Run 1, clock network drawn from the DEF:
Bar = 10 um.
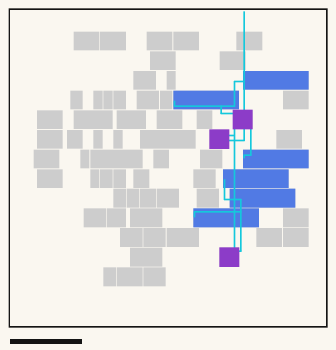
Run 1, cell area per tile:
9 x 9 tiles, from white (low) to dark blue (high), 0 to 100% covered.
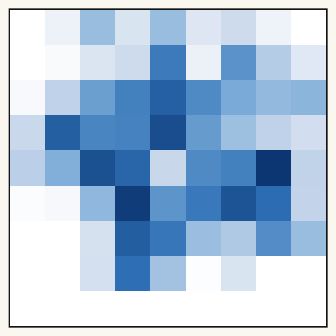
Run 1, metal 3:
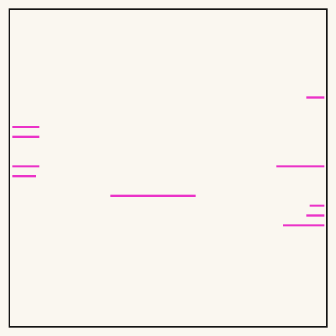
<file path="config.mk">
export PLATFORM = sky130hd
export DESIGN_NAME = updn_counter_mod
export DESIGN_NICKNAME = d
export VERILOG_FILES = /design/src/rtl/updn_counter_mod.sv
export SDC_FILE = /design/constraint.sdc
export NUM_CORES = 1
export LEC_CHECK = 0
export CORE_MARGIN = 2
export CORE_UTILIZATION = 29
export CTS_CLUSTER_DIAMETER = 80
export DETAILED_ROUTE_END_ITERATION = 12
export SYNTH_ARGS = -nofsm -noshare
export SYNTH_HDL_FRONTEND = slang
export SYNTH_SLANG_ARGS = --single-unit
</file>
<file path="constraint.sdc">
create_clock -name clk -period 2.5 [get_ports clk]
set_input_delay 0.25 -clock clk [delete_from_list [all_inputs] [get_ports clk]]
set_output_delay 0.25 -clock clk [all_outputs]
set_load 0.02 [all_outputs]
</file>
<file path="src/rtl/updn_counter_mod.sv">
// Parametrised synchronous up/down counter with modulus, clear, load,
// wrap/saturate mode, cascadable terminal count and sticky overflow.
module updn_counter_mod #(
    parameter int unsigned     WIDTH  = 4,
    parameter longint unsigned MAXVAL = (64'd1 << WIDTH) - 64'd1
) (
    input  logic             clk,
    input  logic             nrst,
    input  logic             en,
    input  logic             updown,
    input  logic             sclr,
    input  logic             ld,
    input  logic [WIDTH-1:0] d,
    input  logic             sat,
    output logic [WIDTH-1:0] q,
    output logic             tc,
    output logic             wrap,
    output logic             ovf
);

    localparam logic [WIDTH-1:0] MAX_Q = WIDTH'(MAXVAL);

    logic             at_max;
    logic             at_zero;
    logic             at_limit;
    logic [WIDTH-1:0] q_nxt;
    logic             wrap_nxt;
    logic             ovf_nxt;

    // Limit detection for the currently requested direction
    always_comb begin
        at_max   = (q == MAX_Q);
        at_zero  = (q == '0);
        at_limit = updown ? at_zero : at_max;
    end

    // Terminal count is left combinational so a downstream stage can
    // advance on the same edge as this one.
    assign tc = en & at_limit;

    // Next-state: sclr > ld > en > hold
    always_comb begin
        q_nxt    = q;
        wrap_nxt = 1'b0;
        ovf_nxt  = ovf;
        if (sclr) begin
            q_nxt   = '0;
            ovf_nxt = 1'b0;
        end else if (ld) begin
            q_nxt = (d > MAX_Q) ? MAX_Q : d;
        end else if (en) begin
            if (at_limit) begin
                ovf_nxt = 1'b1;
                if (!sat) begin
                    q_nxt    = updown ? MAX_Q : '0;
                    wrap_nxt = 1'b1;
                end
            end else begin
                q_nxt = updown ? (q - WIDTH'(1)) : (q + WIDTH'(1));
            end
        end
    end

    always_ff @(posedge clk or negedge nrst) begin
        if (!nrst) begin
            q    <= '0;
            wrap <= 1'b0;
            ovf  <= 1'b0;
        end else begin
            q    <= q_nxt;
            wrap <= wrap_nxt;
            ovf  <= ovf_nxt;
        end
    end

endmodule

</file>
==> Slide: Implementation Results, run 1 <==
Implementation Results

Outcome
  – Status: finished, final reports clean

Setup path
  – Arr. time, crit path: between 2000 and 2500 ps
  – Worst Setup SP: q[0]
  – Nature of the critical path endpoint: output pin
  – Worst setup path end: tc
  – Critical Path Max Stage Delay: 620 ps
  – Worst setup SP type: flip-flop
  – R2R depth: 6
  – FF-to-FF Start: q[1]
  – CP max-delay cell: clkdlybuf4s50_1
  – Reg-to-reg critical path endpoint: q[3]
  – Buf/Inv on CP: 1
  – Crit. path cell count: 4
  – R2R Setup Slk: about 820 ps
  – Worst Path Max Fanout: 7
  – CP Class: reg -> out
  – Critical Path RT: roughly 2300 ps

Clock tree
  – CTS tree: done
  – Clock Sink Count: 6
  – Hold_buf cts: 0
  – Clock root cell: clkbuf_4
  – Bufs on Longest Clock Path: 2
  – TritonCTS Buffers: 3
  – CTS H-tree depth: 1
  – Setup bufs post-CTS: 0
  – PostCTS Resize Cnt: 0
  – Clock-pin slew on the worst setup and hold paths: 50 ps

Logic synthesis
  – Yosys warning tally: 0
  – Area leader share: between 30% and 40%
  – Simple-Gate Fraction of Synth Area: 17.76%
  – Comb area leader: AND-OR/OR-AND gates
  – Synth top area cells: dfrtp_1 (33%), a22o_1 (5.7%), ha_1 (5.5%), o21ai_0 (5.5%), a31oi_4 (4.6%)
  – Distinct lib cells used: 27
  – Synth Instances: around 45
  – Post-synth top area cell: dfrtp_1
  – Aoi share: a little under a third
  – Net Count, Synth: between 50 and 60
  – Synthesis-stage register bit count: 6
  – Avg Inst Size Synth: a little over 10 um2
  – Post-synth EDFFs: 0
  – Top cells by count: dfrtp_1 (6), o21ai_0 (5), a22o_1 (3), nor2_1 (3)
  – MUX area fraction: under 10%
  – Yosys chip area: between 400 and 500 um2
  – # Cells Yosys: approximately 45
  – Async SR Flop Fraction: 100.0%
  – Post-synthesis cell area: about 460 um2

Route
  – Top sig layer: met3
  – DR WL/cell: between 10 and 15 um
  – Sum of routed wire segments on met1: a little under 500 um
  – Final ANT Viol Nets: 0
  – Avg Vias per Cell: ~5.1
  – Initial DRC count: 4
  – Detail Route met2 WL: around 480 um
  – DR WL met3: roughly 42 um
  – TritonRoute pass-1 iters: 4

STA
  – RSZ-0062 raised after global routing: false
  – Highest clock rate: 440.0 MHz
  – Final WS setup: 227.5 ps
  – WHS: roughly 240 ps
  – Final slew viol count: 0
  – Final setup fails: 0
  – Least-Margin Pin Slew: 371.4 ps
  – Final setup TNS: 0 ps
  – Period Utilization, post-route: 90.90%
  – Fin crit period: around 2300 ps

Finish
  – FILL cells: 149
  – Register Area: between 150 and 200 um2
  – Comb gates: 37
  – Design Area, Final: about 670 um2
  – Seq/total area: approximately 22%
  – Dominant logic cell type in the layout: clkdlybuf4s50_1
  – Share of post-route cells with drive strength above 1: about 20%
  – Area grow syn2layout: 46.45%
  – Inverters: 2
  – Final clock-cell share: under 10%
  – Comb area share: around 45%
  – Clock buffer count: 3
  – Most flop-heavy register: q
  – MI comb area: around 300 um2
  – Flops: 6
  – Biggest regs: q: 4 flops, ovf: 1 flops, wrap: 1 flops
  – Largest class: multi-input combinational cells
  – Post-layout net count: 81
  – NonClk Buf Share: 25.37%
  – Largest register FFs: 4
  – Post-Layout Cell Count: approximately 81
  – Buffers, non-clock: 17

Global route
  – First-pass GRT wire length: about 1700 um
  – Overall routing resource usage: between 10% and 20%
  – M1 GR Usage: between 10% and 20%
  – Most used routing layer: met2
  – Largest net degree at the start of global routing: 8
  – Met2 GRT Util: 18.53%
  – Vias in the first global route: a little over 400
  – Routing usage on met3: ~2.5%
  – Number of antenna violations at the first check in global routing: 0
  – GR Overflow Total: 0

Pwr
  – Switching Power: 104.0 uW
  – Switching Share: about a third
  – Comb pwr: between 100 and 150 uW
  – Maximum VDD drop: around 0.13 mV
  – P_seq: approximately 120 uW
  – Sequential Power Share: between 30% and 40%
  – Main power group: registers
  – Combinational fraction of design power: a little under two fifths
  – Lkg Pwr: 0.0002811 uW
  – Int Pwr: approximately 220 uW

Place
  – Dpl hpwl: 849.4 um
  – Routability cong.: 0.8116
  – Port buffer count: 17
  – DP Area: approximately 650 um2
  – Placed Instances: slightly below 80

Run
  – Max Cap Violations: 0
  – Tool Warnings: 26

Floorplan
  – Ports: 18
  – FP Rows: 14
  – Die area: roughly 1900 um2
  – Die H: between 40 and 50 um
  – Die Width: around 44 um
  – N_taps: 16
## Picture notes: 'clock network drawn from the DEF'
Key: flip-flops = blue [count 6]; clock drivers = purple [count 3]; clock wires = cyan [length 88.1 um]
There are 4 routed clock nets. Position of the flops: east.
clock network power: 86.6 uW
Worst Skew: 2.259 ps
Clock power frac: 26.4%
Skew-Pair Late Insertion Delay: 240 ps

## Picture notes: 'cell area per tile'
12% of the tiles are over 75% full. The densest ninth of the die: center. The fullest tile reaches 98%. 25% of the tiles are nearly empty. The emptiest ninth of the die: south-west. The mean over all tiles is 34%.
final design utilization: 45.04%
area of the core: 1489 um2
fp util: 30.76%

## Picture notes: 'metal 3'
10 nets have wire on it. The wires run mostly horizontal. The layer holds 4.2% of the routed length.
total number of vias: 416
Total Wirelength: 1020 um

Run 1, placement view:
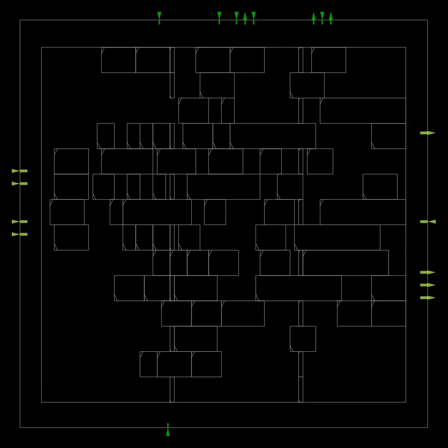

==> run 2: changes to the inputs <==
--- a/config.mk
+++ b/config.mk
@@ -5,10 +5,11 @@
 export SDC_FILE = /design/constraint.sdc
 export NUM_CORES = 1
 export LEC_CHECK = 0
-export CORE_MARGIN = 2
-export CORE_UTILIZATION = 29
+export CORE_AREA = 2 2 39 41
 export CTS_CLUSTER_DIAMETER = 80
 export DETAILED_ROUTE_END_ITERATION = 12
+export DIE_AREA = 0 0 41 43
+export PLACE_DENSITY = 0.66
 export SYNTH_ARGS = -nofsm -noshare
 export SYNTH_HDL_FRONTEND = slang
 export SYNTH_SLANG_ARGS = --single-unit
==> constraint.sdc (replaced) <==
create_clock -name clk -period 2.6 [get_ports clk]
set_input_delay 0.26 -clock clk [delete_from_list [all_inputs] [get_ports clk]]
set_output_delay 0.26 -clock clk [all_outputs]
set_load 0.02 [all_outputs]
Run 2, placement view:
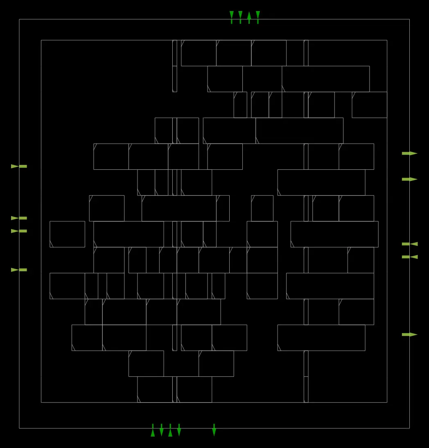
FP Rows: 14
Flops: 6

==> run 2 against run 1 <==
  * Cell count stayed put
  * Non-clock buffer count stayed put
  * Final area stayed put
  * Synthesized area stayed put
  * Worst hold slack better by 14 ps
==> Slide: Implementation Results, run 2 <==
Implementation Results

Finish
  – Biggest regs: q: 4 flops, ovf: 1 flops, wrap: 1 flops
  – Largest class: multi-input combinational cells
  – FILL cells: between 100 and 150
  – Seq/total area: 22.39%
  – Buffers, non-clock: 17
  – NonClk Buf Share: 25.37%
  – Design Area, Final: between 600 and 700 um2
  – MI comb area: around 300 um2
  – Clock buffer count: 3
  – Post-layout net count: 81
  – Comb area share: ~45%
  – Inverters: 2
  – Final clock-cell share: ~3.4%
  – Share of post-route cells with drive strength above 1: about 20%
  – Final design utilization: roughly half
  – Area grow syn2layout: 46.45%
  – Register Area: 150.1 um2
  – Post-Layout Cell Count: between 80 and 90
  – Dominant logic cell type in the layout: clkdlybuf4s50_1

Logic synthesis
  – Net Count, Synth: between 50 and 60
  – # Cells Yosys: roughly 45
  – Distinct lib cells used: 27
  – Synth Instances: 45
  – Yosys chip area: between 400 and 500 um2
  – Post-synthesis cell area: between 400 and 500 um2
  – Synthesis-stage register bit count: 6
  – Async SR Flop Fraction: 100.0%
  – MUX area fraction: around 2.2%
  – Simple-Gate Fraction of Synth Area: ~18%
  – Avg Inst Size Synth: 10.18 um2
  – Area leader share: between 30% and 40%
  – Aoi share: a little under a third
  – Comb area leader: AND-OR/OR-AND gates
  – Post-synth EDFFs: 0
  – Post-synth top area cell: dfrtp_1

STA
  – Final slew viol count: 0
  – Fin crit period: 2327 ps
  – Final setup fails: 0
  – Least-Margin Pin Slew: 338.7 ps
  – Final setup TNS: 0 ps
  – Period Utilization, post-route: between 80% and 90%
  – RSZ-0062 raised after global routing: false
  – Worst Skew: ~0.78 ps

Clock tree
  – PostCTS Resize Cnt: 0
  – Setup bufs post-CTS: 0
  – CTS H-tree depth: 1
  – Clock root cell: clkbuf_4
  – Hold_buf cts: 0
  – CTS tree: done
  – Clock-pin slew on the worst setup and hold paths: about 40 ps
  – Bufs on Longest Clock Path: 2
  – Skew-Pair Late Insertion Delay: 230 ps

Floorplan
  – Die H: around 43 um
  – Die area: around 1800 um2
  – Area of the core: 1384 um2
  – N_taps: 16
  – Die Width: 41 um
  – Ports: 18

Pwr
  – Switching Share: 31.16%
  – Comb pwr: 114 uW
  – Tot Pwr: 312.7 uW
  – Main power group: registers
  – Combinational fraction of design power: 36.5%
  – Sequential Power Share: about 37%
  – Switching Power: 97.44 uW
  – P_seq: around 120 uW
  – Maximum VDD drop: between 0.1 and 0.15 mV
  – Clock network power: 81.8 uW

Route
  – Sum of routed wire segments on met1: between 400 and 500 um
  – Final ANT Viol Nets: 0
  – TritonRoute pass-1 iters: 4
  – Top sig layer: met3
  – DR WL met3: 56 um
  – DR WL/cell: 11.16 um
  – Detail Route met2 WL: 406 um
  – Total Wirelength: 904 um
  – Total number of vias: around 390

Setup path
  – Buf/Inv on CP: 1
  – Worst setup path end: tc
  – Worst Setup SP: q[1]
  – R2R Setup Slk: ~930 ps
  – Worst Path Max Fanout: 6
  – Critical Path RT: between 2000 and 2500 ps
  – Arr. time, crit path: ~2100 ps
  – Crit. path cell count: 4
  – Worst setup SP type: flip-flop
  – CP Class: reg -> out
  – FF-to-FF Start: q[1]
  – Critical Path Max Stage Delay: approximately 620 ps
  – Reg-to-reg critical path endpoint: q[3]

Place
  – Routability cong.: between 0.8 and 0.9
  – Dpl hpwl: 764.7 um
  – Placed Instances: ~78
  – DP Area: between 600 and 700 um2

Global route
  – Routing usage on met3: less than 1%
  – First-pass GRT wire length: about 1500 um
  – Largest net degree at the start of global routing: 8
  – Vias in the first global route: approximately 370
  – Number of antenna violations at the first check in global routing: 0
  – M1 GR Usage: between 15 and 20%

Run
  – Max Cap Violations: 0
  – Tool Warnings: 26

Outcome
  – Status: finished, final reports clean
Power is estimated from default activity; no workload was simulated.
